Run 1, a small window of the routed layout:
Window x 51 to 81, y 7 to 37 µm. Cells in gray, sequential cells in the stronger gray; small squares are vias.
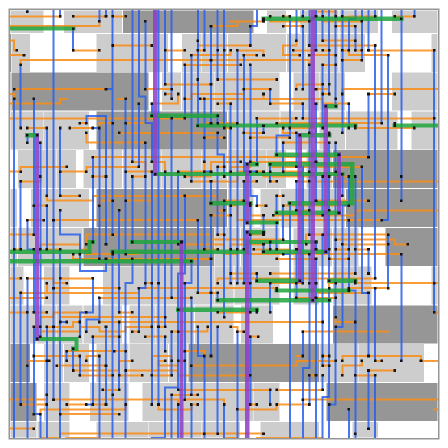
Run 1, cells by drive strength:
The bar under the picture is 20 µm long.
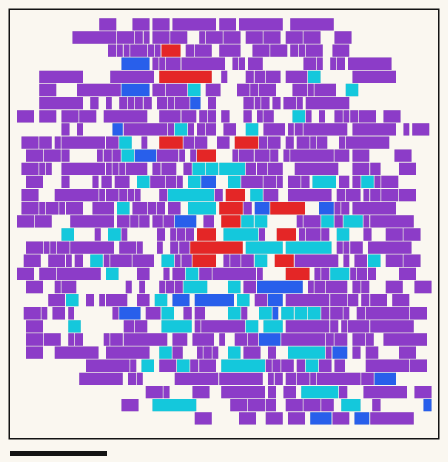
Run 1, register map, names as in the netlist:
The bar under the picture is 20 µm long.
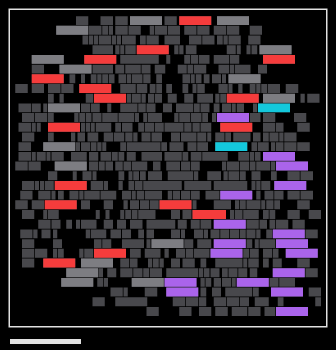
<file path="src/rtl/gcd_unit.sv">
// gcd_unit: greatest-common-divisor engine built from Euclid's subtract/swap
// algorithm, with a valid/ready input handshake and a held result.
// It performs one swap or one subtract per clock. It also counts the
// operations so that performance can be checked against a reference model.

module gcd_unit #(
   parameter int WIDTH = 16
) (
   input  logic             clk,
   input  logic             nrst,
   input  logic             in_valid,
   output logic             in_ready,
   input  logic [WIDTH-1:0] a_in,
   input  logic [WIDTH-1:0] b_in,
   output logic             out_valid,
   output logic [WIDTH-1:0] result,
   input  logic             result_taken,
   output logic [WIDTH:0]   iter_count
);

   // Two-bit encoding leaves one spare code (2'd3).
   // That code is steered back to IDLE.
   typedef enum logic [1:0] {
      IDLE    = 2'd0,
      COMPUTE = 2'd1,
      DONE    = 2'd2
   } state_t;

   state_t           state;
   state_t           state_next;

   logic [WIDTH-1:0] a_reg;
   logic [WIDTH-1:0] b_reg;
   logic [WIDTH:0]   cnt;

   logic [WIDTH-1:0] a_next;
   logic [WIDTH-1:0] b_next;
   logic [WIDTH:0]   cnt_next;

   logic             a_lt_b;
   logic             b_zero;
   logic [WIDTH-1:0] a_minus_b;
   logic [WIDTH:0]   cnt_inc;

   // Datapath helpers.
   // The subtract result is only used when A >= B, so it never wraps.
   // The counter increment sticks at all-ones rather than rolling over.
   always_comb begin
      a_lt_b    = (a_reg < b_reg);
      b_zero    = (b_reg == '0);
      a_minus_b = a_reg - b_reg;
      cnt_inc   = (cnt == '1) ? cnt : cnt + 1'b1;
   end

   // Next-state and next-datapath logic.
   // Each register holds by default, and each state overrides only what it changes.
   always_comb begin
      state_next = state;
      a_next     = a_reg;
      b_next     = b_reg;
      cnt_next   = cnt;
      case (state)
         IDLE: begin
            if (in_valid) begin
               a_next     = a_in;
               b_next     = b_in;
               cnt_next   = '0;
               state_next = COMPUTE;
            end
         end
         COMPUTE: begin
            if (a_lt_b) begin
               a_next   = b_reg;
               b_next   = a_reg;
               cnt_next = cnt_inc;
            end else if (!b_zero) begin
               a_next   = a_minus_b;
               cnt_next = cnt_inc;
            end else begin
               state_next = DONE;
            end
         end
         DONE: begin
            if (result_taken) begin
               state_next = IDLE;
            end
         end
         default: begin
            state_next = IDLE;
         end
      endcase
   end

   // State register.
   // An asynchronous reset abandons any pair that is in flight.
   always_ff @(posedge clk or negedge nrst) begin
      if (!nrst) begin
         state <= IDLE;
      end else begin
         state <= state_next;
      end
   end

   // Operand and counter registers.
   // Reset clears them so that result and iter_count read zero.
   always_ff @(posedge clk or negedge nrst) begin
      if (!nrst) begin
         a_reg <= '0;
         b_reg <= '0;
         cnt   <= '0;
      end else begin
         a_reg <= a_next;
         b_reg <= b_next;
         cnt   <= cnt_next;
      end
   end

   // Outputs are decoded from registers only.
   // This keeps every input-to-output path broken by a flop.
   always_comb begin
      in_ready   = (state == IDLE);
      out_valid  = (state == DONE);
      result     = a_reg;
      iter_count = cnt;
   end

endmodule

</file>
<file path="config.mk">
export PLATFORM = sky130hd
export DESIGN_NAME = gcd_unit
export DESIGN_NICKNAME = d
export VERILOG_FILES = /design/src/rtl/gcd_unit.sv
export SDC_FILE = /design/constraint.sdc
export NUM_CORES = 1
export LEC_CHECK = 0
export ABC_CLOCK_PERIOD_IN_PS = 2800
export CORE_UTILIZATION = 47
export DETAILED_ROUTE_END_ITERATION = 8
export PLACE_DENSITY = 0.77
export SYNTH_ARGS = -nofsm -noshare
export SYNTH_HDL_FRONTEND = slang
export SYNTH_SLANG_ARGS = --single-unit
</file>
<file path="constraint.sdc">
create_clock -name clk -period 2.8 [get_ports clk]
set_input_delay 0.42 -clock clk [delete_from_list [all_inputs] [get_ports clk]]
set_output_delay 0.42 -clock clk [all_outputs]
set_load 0.02 [all_outputs]
</file>
==> results_slide.txt, run 1 <==
Run Summary

Worst setup path
  • R2R Setup Slk: -0.05 ns
  • Reg2reg path depth: 12
  • Crit path arrival time: 3.05 ns
  • Max FO, Critical Path: 7
  • RR Startpoint: result[0]
  • RR Endpoint: iter_count[13]
  • Element type at the critical path end: register
  • Req. time, crit path: 3.00 ns
  • Launch point of the critical path: result[0]

Floorplan
  • # IOs: 71
  • Die x size: 88.7 µm
  • Core Rows: 31

Final layout
  • Max reg flops: 17
  • Final #Nets: 578
  • Logic cell area: 2260 µm²
  • Fill count: 551

Power
  • Leak: 2.19 nW

Logic synthesis
  • Synth top cell by count: dfrtp_1
  • Syn_nets: 469
  • Seq/Total Area, Yosys: 36.2%
  • Synth area leaders: dfrtp_1 (36%), ha_1 (6.4%), mux2i_1 (5.1%)
  • Yosys stat cell total: 414
  • Synth top cells by count: dfrtp_1 (51), nand2_1 (42), nor2_1 (33), o21ai_0 (30), inv_1 (28)
  • Mapped cell area: 3530 µm²
  • Avg Inst Size Synth: 8.53 µm²
  • Syn Inst Count: 414
  • Main flop type: dfrtp_1
  • Yosys stat area: 3530 µm²
  • Yosys warns: 0
  • Area leader, netlist: dfrtp_1

CTS
  • Maximum clock path buffer count: 2
  • Root Driver: clkbuf_8
  • CTS Buf Count: 5
  • Reg clk slew, reported paths: 0.10 ns
  • CTS tree: done

STA
  • Final hold violations: 0
  • Final Worst Setup Slack: -0.0480 ns
  • Max-slew violation count: 0
  • Fin crit share: 102%
  • Max Freq: 0.351 GHz
  • Final setup violation count: 4

Status
  • Failing checks: setup timing
  • Status: finished, violations left

Global routing
  • GR Overflow Total: 0
  • Vias in the first global route: 3,480

Route
  • Vias after detailed routing: 3,603
  • Routed len/inst: 16.5 µm
  • Drt via density: 5.78

Job
  • Tool warning count: 27

Place
  • Final Wtd Congestion: 0.896
About 'a small window of the routed layout':
- orange: M1
- blue: M2
- purple: M4
- green: M3
- netlist names of flops here include: `iter_count` (9), `result` (1)
- cells with their middle in the window: 79
- most frequent: dfrtp_1 (9), o31ai_1 (7), buf_4 (7)
- sequential cells in the window: 10

About 'cells by drive strength':
- red: x6 and larger (cells 15; share 2.9%)
- blue: x2 (cells 21; share 4.0%)
- purple: x1 and smaller (cells 426; share 81%)
- cyan: x3 and x4 (cells 62; share 12%)

About 'register map, names as in the netlist':
- red: `result` (sequential cells 16)
- cyan: `state` (sequential cells 2)
- purple: `iter_count` (sequential cells 17)
- not colored: 16
Post-Route Utilization: 69.3%
Flop area: 1280 µm²
Seq area share: 25.4%

[run 1: worst min path at each step]
stage                     end  slack (ns)
4_1_cts        iter_count[12]        0.07
3_5_place_dp   iter_count[12]        0.40
3_3_place_gp   iter_count[12]        0.40
6_report       iter_count[12]        0.05
2_1_floorplan        b_reg[0]        0.12
5_1_grt        iter_count[12]        0.08
[run 1: placed cells by master, fill, tap and decap left out, drive strengths merged, types with 2 or more instances in the layout]
master         count
o21ai             31
bufinv             2
and3               3
mux2i             18
nand3             17
nor3              11
nor4               7
a31oi              2
nand2             42
or4                9
a22o               4
a21boi             2
o21a               3
ha                18
nand4              4
nand2b             5
o31ai             19
o22ai              2
nor2              33
o41ai              2
clkbuf             5
xnor2              8
a211oi             9
dfrtp             51
clkdlybuf4s50     69
a21oi             25
and2               2
o21bai             2
or3                4
xor2               4
buf               53
inv               28
a21o               6
o211ai             6
o2111ai            3
nor2b              5
[run 1: metal layers]
layer | wire [µm] | vias to the layer above | track usage (%)
met5 | 0 | - | 0
met4 | 259 | 0 | 9.82
met3 | 561 | 34 | 4.01
met2 | 4970 | 154 | 44.3
met1 | 4510 | 1687 | 32.6
li1 | - | 1728 | -
[run 1: logic make-up after synthesis]
family	after synthesis	synth area share, %
DFF	51	36.2
AOI/OAI and AO/OA	119	22.7
buffers and inverters	51	6.27
xor gates and xnor gates	12	2.98
adders and majority gates	19	6.95
and+or+nand+nor	144	19.8
muxes	18	5.10
[run 1: final cells by class]
| type | instances | share of cell area [%] |
|---|---|---|
| inverters | 28 | 2.09 |
| clock buffers | 5 | 1.37 |
| multi-input cells | 315 | 45.0 |
| repair buffers | 122 | 22.4 |
| flip-flops and latches | 51 | 25.4 |
| clock inverters | 3 | 1.34 |
| well taps | 99 | 2.46 |
[run 1: worst max-delay path: stages, from the launching register on]
cell and delay (ns):
dfrtp_2 0.42, inv_2 0.08, ha_4 0.14, fa_2 0.22
nor2b_4 0.05, o31a_4 0.35, o2111ai_4 0.23, a21o_2 0.18
o21a_4 0.25, buf_4 0.16, o211ai_2 0.16, o31ai_1 0.40
a21oi_2 0.08
[run 1: metrics by stage]
step | std cells | power, mW | instance area [µm²] | hold WS (ns) | TNS [ns]
6_report | 623 | 7.52 | 5030 | 0.0472 | -0.126
5_1_grt | 623 | 8.11 | 5030 | 0.0808 | -1.15
4_1_cts | 611 | 6.94 | 4750 | 0.0676 | 0
3_5_place_dp | 599 | 6.22 | 4560 | 0.401 | -0.581
3_3_place_gp | 599 | 6.07 | 4560 | 0.402 | -0.0465
2_1_floorplan | 414 | 4.57 | 3560 | 0.124 | 0
[run 1: where the power goes]
| part | switching [mW] | leakage, nW | internal, mW |
|---|---|---|---|
| registers | 0.360 | 0.627 | 1.11 |
| clock network | 0.260 | 0.0644 | 0.357 |
| logic | 2.82 | 1.50 | 2.61 |
| total | 3.44 | 2.19 | 4.08 |
[run 1: repair_timing]
action | CTS | global route
buffers inserted | 3 | 10
setup endpoints to repair | 30 | 45
endpoints found under the hold margin | 0 | 0
pin swaps | 2 | 15
gates cloned | 1 | 2
gates resized | 5 | 34
==> run 1 -> run 2 <==
--- a/config.mk
+++ b/config.mk
@@ -6,9 +6,8 @@
 export NUM_CORES = 1
 export LEC_CHECK = 0
 export ABC_CLOCK_PERIOD_IN_PS = 2800
-export CORE_UTILIZATION = 47
+export CORE_UTILIZATION = 25
 export DETAILED_ROUTE_END_ITERATION = 8
-export PLACE_DENSITY = 0.77
 export SYNTH_ARGS = -nofsm -noshare
 export SYNTH_HDL_FRONTEND = slang
 export SYNTH_SLANG_ARGS = --single-unit
==> run 2 against run 1 <==
  * The flow now finishes without violations
  * Setup slack improved by 0.070 ns
  * Synthesized cell count stayed put
  * Synthesized area stayed put
  * Design area rose by 3.3%
  * Hold slack better by 0.12 ns
  * Clock skew decreased by 0.0031 ns
  * Register-to-register slack better by 0.07 ns
  * Clock power is about 20% higher
  * Count of clock-buffer cells in the layout grew 1
  * Largest cell class unchanged
==> results_slide.txt, run 2 <==
Run Summary

STA
  • Max Freq: 0.360 GHz (+2.5%)
  • Hold WS: 0.164 ns (+0.117 ns)
  • Final setup violation count: 0 (-4)
  • Final Worst Setup Slack: 0.0222 ns (+0.0702 ns)
  • Fin crit share: 99.2% (-2.5 points)
  • Final hold violations: 0 (unchanged)
  • Max-slew violation count: 0 (unchanged)

CTS
  • CTS Buf Count: 5 (unchanged)
  • Maximum clock path buffer count: 2 (unchanged)
  • Root Driver: clkbuf_16
  • Reg clk slew, reported paths: 0.08 ns (-0.02 ns)
  • CTS tree: done

Global routing
  • GRT Max-Usage Layer: met2
  • GRT met2 Usage: 23.5% (-21 points)
  • Met1 usage: 20.2% (-12 points)
  • GRT met3 Usage: 2.17% (-1.8 points)

Final layout
  • Final #Nets: 589 (+1.9%)
  • Most numerous logic cell after layout: clkdlybuf4s50_1
  • Max reg flops: 17 (unchanged)
  • Fill count: 1,379 (+150%)

Logic synthesis
  • Mapped cell area: 3530 µm² (unchanged)
  • Avg Inst Size Synth: 8.53 µm² (unchanged)
  • Syn Inst Count: 414 (unchanged)
  • Main flop type: dfrtp_1
  • Synth area leaders: dfrtp_1 (36%), ha_1 (6.4%), mux2i_1 (5.1%)
  • Syn_nets: 469 (unchanged)
  • Yosys stat cell total: 414 (unchanged)
  • Synth top cells by count: dfrtp_1 (51), nand2_1 (42), nor2_1 (33), o21ai_0 (30), inv_1 (28)

Worst setup path
  • Max FO, Critical Path: 6 (-1)
  • CP most frequent cell: buf_6
  • Crit path arrival time: 2.96 ns (-0.09 ns)
  • Req. time, crit path: 2.98 ns (-0.02 ns)
  • Element type at the critical path end: register
  • Slowest stage delay, CP: 0.41 ns (about the same)
  • Worst path cell trace: ha_4 -> fa_2 -> nor2b_4 -> o31a_4 -> o2111ai_4 -> a21o_2 -> o21a_4 -> a211oi_4 -> buf_6 -> buf_6 -> nor2_1 -> a22o_1

Floorplan
  • Die x size: 121 µm (+36%)
  • # IOs: 71 (unchanged)
  • Core Rows: 43 (+39%)

Place
  • Final Wtd Congestion: 0.856 (-4.5%)
  • Post-DP Area: 4760 µm² (+4.5%)

Route
  • Vias after detailed routing: 3,547 (-1.6%)
  • Routed len/inst: 14.4 µm (-13%)
  • Drt via density: 4.96 (-14%)

Power
  • Sequential share of power: 19.3% (-0.3 points)
  • Sw frac: 44.6% (-1.1 points)
  • PnR Total Power: 7.43 mW (-1.1%)
  • Comb pwr share: 70.7% (-1.5 points)

Status
  • Status: finished, final reports clean
==> run 2: cell types whose count changed in the layout (fill, tap and decap cells not counted), moves of 3 or more <==
cell / previous run / this run
clkbuf_8: 5 / 1
clkbuf_16: 0 / 6
buf_6: 7 / 4
a21oi_1: 20 / 24
a21oi_2: 4 / 1
buf_4: 44 / 56
==> run 2: routing by layer <==
layer	part of all wire, %	vias to the layer above
met5	0	-
met4	0.47	0
met3	4.7	8
met2	47	110
met1	48	1686
li1	-	1743
==> run 2: final timing paths <==
| kind | from | to | slack [ns] | cells past startpoint |
|---|---|---|---|---|
| worst min-delay path | nrst | iter_count[10] | 0.16 | 1 |
| worst max-delay path | b_reg[0] | result[11] | 0.02 | 12 |
| min in group clk | b_reg[7] | b_reg[7] | 0.52 | 2 |
| max in group asynchronous | nrst | result[0] | 2.05 | 2 |
| worst max register to register | b_reg[0] | result[11] | 0.02 | 12 |
| worst min register to register | b_reg[7] | b_reg[7] | 0.52 | 2 |
==> run 2: logic make-up (layout without fill, tap and decap cells) <==
kind of cell / Yosys count / count (layout) / synth area share, %
buffers and inverters: 51 / 171 / 6.27
and+or+nand+nor: 144 / 144 / 19.8
DFF: 51 / 51 / 36.2
xor gates and xnor gates: 12 / 12 / 2.98
AOI/OAI and AO/OA: 119 / 120 / 22.7
adders and majority gates: 19 / 19 / 6.95
muxes: 18 / 18 / 5.10
==> run 2: final cells by class <==
cell class,instances,area (µm²),share of cell area [%]
multi-input combinational,313,2170,41.7
sequential,51,1280,24.6
timing repair buffer,135,1240,23.9
tap,180,225,4.34
clock buffer,6,139,2.67
inverter,28,105,2.02
clock inverter,2,38.8,0.747
==> run 2: power by group through the flow <==
| stage | registers, mW | logic [mW] | clock network [mW] |
|---|---|---|---|
| floorplan | 1.68 | 2.90 | 0 |
| global placement | 1.43 | 4.82 | 0 |
| detailed placement | 1.44 | 4.92 | 0 |
| CTS | 1.43 | 5.13 | 0.747 |
| global route | 1.48 | 5.78 | 0.777 |
| finish | 1.43 | 5.26 | 0.742 |
==> run 2: worst max-delay path: cells and delay by family (launching register included) <==
family,cells,cell delay (ns)
flops,1,0.41
buf+inv,2,0.26
compound gates,6,1.26
fa+ha+maj,2,0.54
simple gates,2,0.18
==> run 2: timing repair <==
action,CTS,global route
buffers inserted,6,7
hold buffers,0,0
gates cloned,2,1
setup endpoints to repair,30,48
pin swaps,5,12
gates resized,10,14
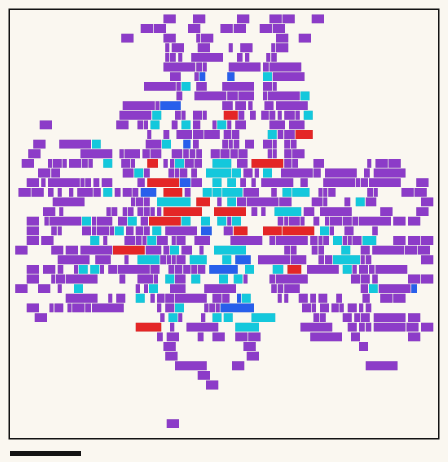
Run 2: cells by drive strength
The bar under the picture is 20 µm long.
- purple: x1 and smaller (cells 437; share 82%)
- red: x6 and larger (cells 16; share 3.0%)
- cyan: x3 and x4 (cells 70; share 13%)
- blue: x2 (cells 12; share 2.2%)
Design Area, Final: 5190 µm²
bufs w/o clock: 135

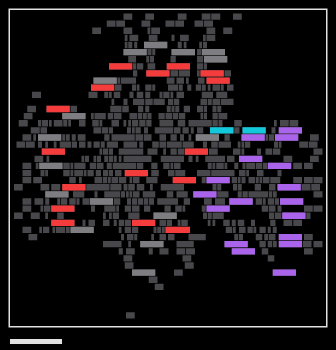
Run 2: register map, names as in the netlist
The bar under the picture is 20 µm long.
- red: `result` (sequential cells 16)
- cyan: `state` (sequential cells 2)
- purple: `iter_count` (sequential cells 17)
- not colored: 16

Power is estimated from default activity; no workload was simulated.
